Design decode_stage_flat, sky130hd; sources not shown.
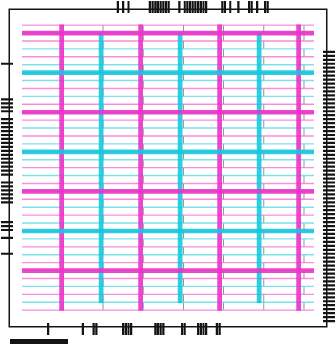
**Above:** power grid.
The bar under the picture is 20 microns long. Pins as bars on the die edge. Tap cells in gray.
magenta -> VSS
cyan -> VDD
tap cells = 133
met1 rails = 37
rows = 36
die extent in x: 109 microns
vertical extent of the die: 109 microns
highest ir drop seen on vdd: 0.000139 V
placeable core region: 9820 sq um

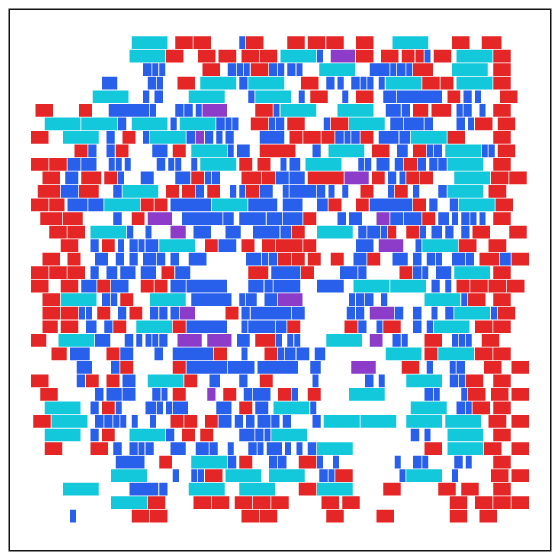
**Above:** cells colored by class.
red -> remaining buffers and delay cells  # cells 244
blue -> remaining logic cells  # cells 365
cyan -> sequential cells  # cells 80
purple -> clock drivers and dummy loads  # cells 16
sequential portion of the cell area: 0.247
number of placement rows: 36
final design utilization: 0.660
final non-filler cell area: 6480 sq um

==> qor.csv <==
stage,metric,value,unit
outcome,run status,"finished, violations left",
outcome,violations in the final reports,setup timing,
critical_path,cell repeated most along the worst path,sky130_fd_sc_hd__buf_6,
sta,ratio of final minimum period to clock period,1.00,
pwr,total net switching power,385,uW
clock_network,clock slew at reported path FFs,80,ps
pwr,Gate power share,0.181,
global_route,number of global-route vias before repair,4421,
layout,number of flip-flops in the largest register,31,
critical_path,critical path type,in -> out,
critical_path,buffer and inverter count on the worst path,3,
worst_hold_path,path class of the lowest-slack min-delay path,reg -> reg,
yosys,"EDFF count, synth",0,
sta,Relative slew margins,0.595,
yosys,chip area from the yosys synthesis statistics,4050,sq um
pwr,total power draw,1.34,mW
yosys,post-synth cell types,57,
critical_path,CP arrival,3770,ps
sta,post-route worst hold slack,454,ps
sta,min setup slack post-route,-18.6,ps
global_route,antenna violations before repair,0,
yosys,post-synth design cell area,4050,sq um
flow_run,warning total across the stage logs,28,
pwr,PwrDens,207,nW/um^2
pwr,clock network fraction of design power,0.333,
clock_network,clock insertion delay at the later pin of the skew report,360,ps
sta,# setup viols final,1,
sta,Tightest Pin Transition,608,ps
pwr,switching power as a share of total power,0.287,
clock_network,CTS tree,done,
critical_path,depth of the most critical reg-to-reg path,15,
clock_network,TritonCTS Buffers,9,
clock_network,maximum level of the CTS H-tree,3,
floorplanning,top-level port count,150,
yosys,post-synthesis area per instance,8.06,sq um
drt,routed length per placed instance,17.9,microns
yosys,# Cells Yosys,502,
critical_path,top cell family by delay on the critical path,simple AND/OR/NAND/NOR gates,
sta,sum of negative setup slack,-18.6,ps
yosys,Synth Seq Share,0.396,
drt,DRC violation total after the first TritonRoute iteration,377,
critical_path,worst-case register-to-register setup slack,1920,ps
sta,highest clock rate,0.199,GHz
yosys,Gate Count Post-Synth,502,
sta,worst setup skew after layout,10.9,ps
pwr,leakage power of the design,2.31,nW
yosys,asr flop ratio synth,0,
critical_path,CP Max Fanout,5,
drt,residual DRC count,0,
critical_path,total stage count of the critical path,12,
placement,Post-DP HPWL,11200,microns
critical_path,Critical Path Sink Type,primary output,
drt,Avg Vias per Cell,5.48,
drt,count of TritonRoute iterations in the first routing pass,5,
yosys,most frequently used flop master after synthesis,sky130_fd_sc_hd__dfxtp_1,
sta,RSZ-0062 raised after global routing,yes,
layout,number of nets in the final layout,743,
drt,Routed Antenna Nets,0,
sta,max-slew violation count,0,
flow_run,MaxCap Viol Count,0,
clock_network,CTS Sinks,80,
clock_network,CTS Buffer Depth,2,
critical_path,kind of launch point of the worst setup path,input port,
critical_path,slowest cell delay on critical path,540,ps
placement,number of I/O port buffers,148,
floorplanning,chip footprint,11800,sq um
stage by stage:
stage                     area [sq um]  cells  worst slack [ps]
after floorplan                   4060    502              21.7
after global placement            6040    811              -958
after detailed placement          6040    811             -1010
after CTS                         6360    833             -30.4
after global routing              6480    838              -123
final                             6480    838             -18.6
synthesized netlist by cell type (5+ instances only):
cell	count	area (sq um)
sky130_fd_sc_hd__nor3b_1	5	37.5
sky130_fd_sc_hd__nor2_1	12	45.0
sky130_fd_sc_hd__mux2_2	5	56.3
sky130_fd_sc_hd__nand3_1	16	80.1
sky130_fd_sc_hd__buf_2	9	45.0
sky130_fd_sc_hd__nand2_1	116	435
sky130_fd_sc_hd__o21ai_1	18	90.1
sky130_fd_sc_hd__nand3b_1	8	60.1
sky130_fd_sc_hd__a21oi_1	79	395
sky130_fd_sc_hd__o21ai_0	17	85.1
sky130_fd_sc_hd__dfxtp_1	80	1600
sky130_fd_sc_hd__mux4_2	10	225
sky130_fd_sc_hd__clkbuf_1	19	71.3
sky130_fd_sc_hd__buf_4	26	195
sky130_fd_sc_hd__inv_1	6	22.5
power groups by stage:
stage | combinational [mW] | clock, mW | sequential [mW]
2_1_floorplan | 0.0922 | 0 | 0.678
3_3_place_gp | 0.222 | 0 | 0.667
3_5_place_dp | 0.225 | 0 | 0.667
4_1_cts | 0.235 | 0.454 | 0.652
5_1_grt | 0.257 | 0.486 | 0.654
6_report | 0.243 | 0.447 | 0.652
worst register-to-register path: cells and delay by family, from the launching register on:
kind | cells | cell delay (ps)
buffers and inverters | 3 | 430
AOI/OAI and AO/OA | 5 | 790
muxes | 1 | 450
DFF | 1 | 380
and+or+nand+nor | 6 | 880
cells by family (layout without fill, tap and decap cells):
| logic type | count (synthesis) | count (layout) | synth area share |
|---|---|---|---|
| muxes | 18 | 18 | 0.0770 |
| and+or+nand+nor | 196 | 196 | 0.238 |
| other | 1 | 1 | 0.000927 |
| AOI/OAI and AO/OA | 144 | 144 | 0.202 |
| DFF | 80 | 80 | 0.396 |
| buffers and inverters | 63 | 266 | 0.0854 |
layout make-up:
cell class                 count  area [sq um]  area share
multi-input combinational    359          2250       0.348
timing repair buffer         244          2250       0.348
sequential                    80          1600       0.247
tap                          133           166      0.0257
clock buffer                  10           138      0.0213
clock inverter                 6          42.5     0.00657
inverter                       6          22.5     0.00348
layer usage:
| metal | up-vias | part of all wire | GRT usage |
|---|---|---|---|
| li1 | 2151 | - | - |
| met2 | 247 | 0.46 | 0.404 |
| met4 | 0 | 0.030 | 0.106 |
| met1 | 2149 | 0.42 | 0.317 |
| met5 | - | 0 | 0 |
| met3 | 42 | 0.088 | 0.0567 |
what timing repair did:
action                     in CTS  in global routing
resized                        55                 24
setup endpoints to repair       1                  1
buffers inserted                6                  6
pin swaps                      10                 15
layout by cell type, fill, tap and decap left out, drive strengths merged, types with 7 or more instances in the layout:
cell           netlist  layout
nand3               16      16
dfxtp               80      80
o21ai               35      35
nor2                12      12
nand3b               8       8
a21oi               79      79
nand2              116     116
buf                 38     102
clkdlybuf4s50        0     135
mux4                10      10
inv                  6       7
clkbuf              19      10
Power is estimated from default activity; no workload was simulated.
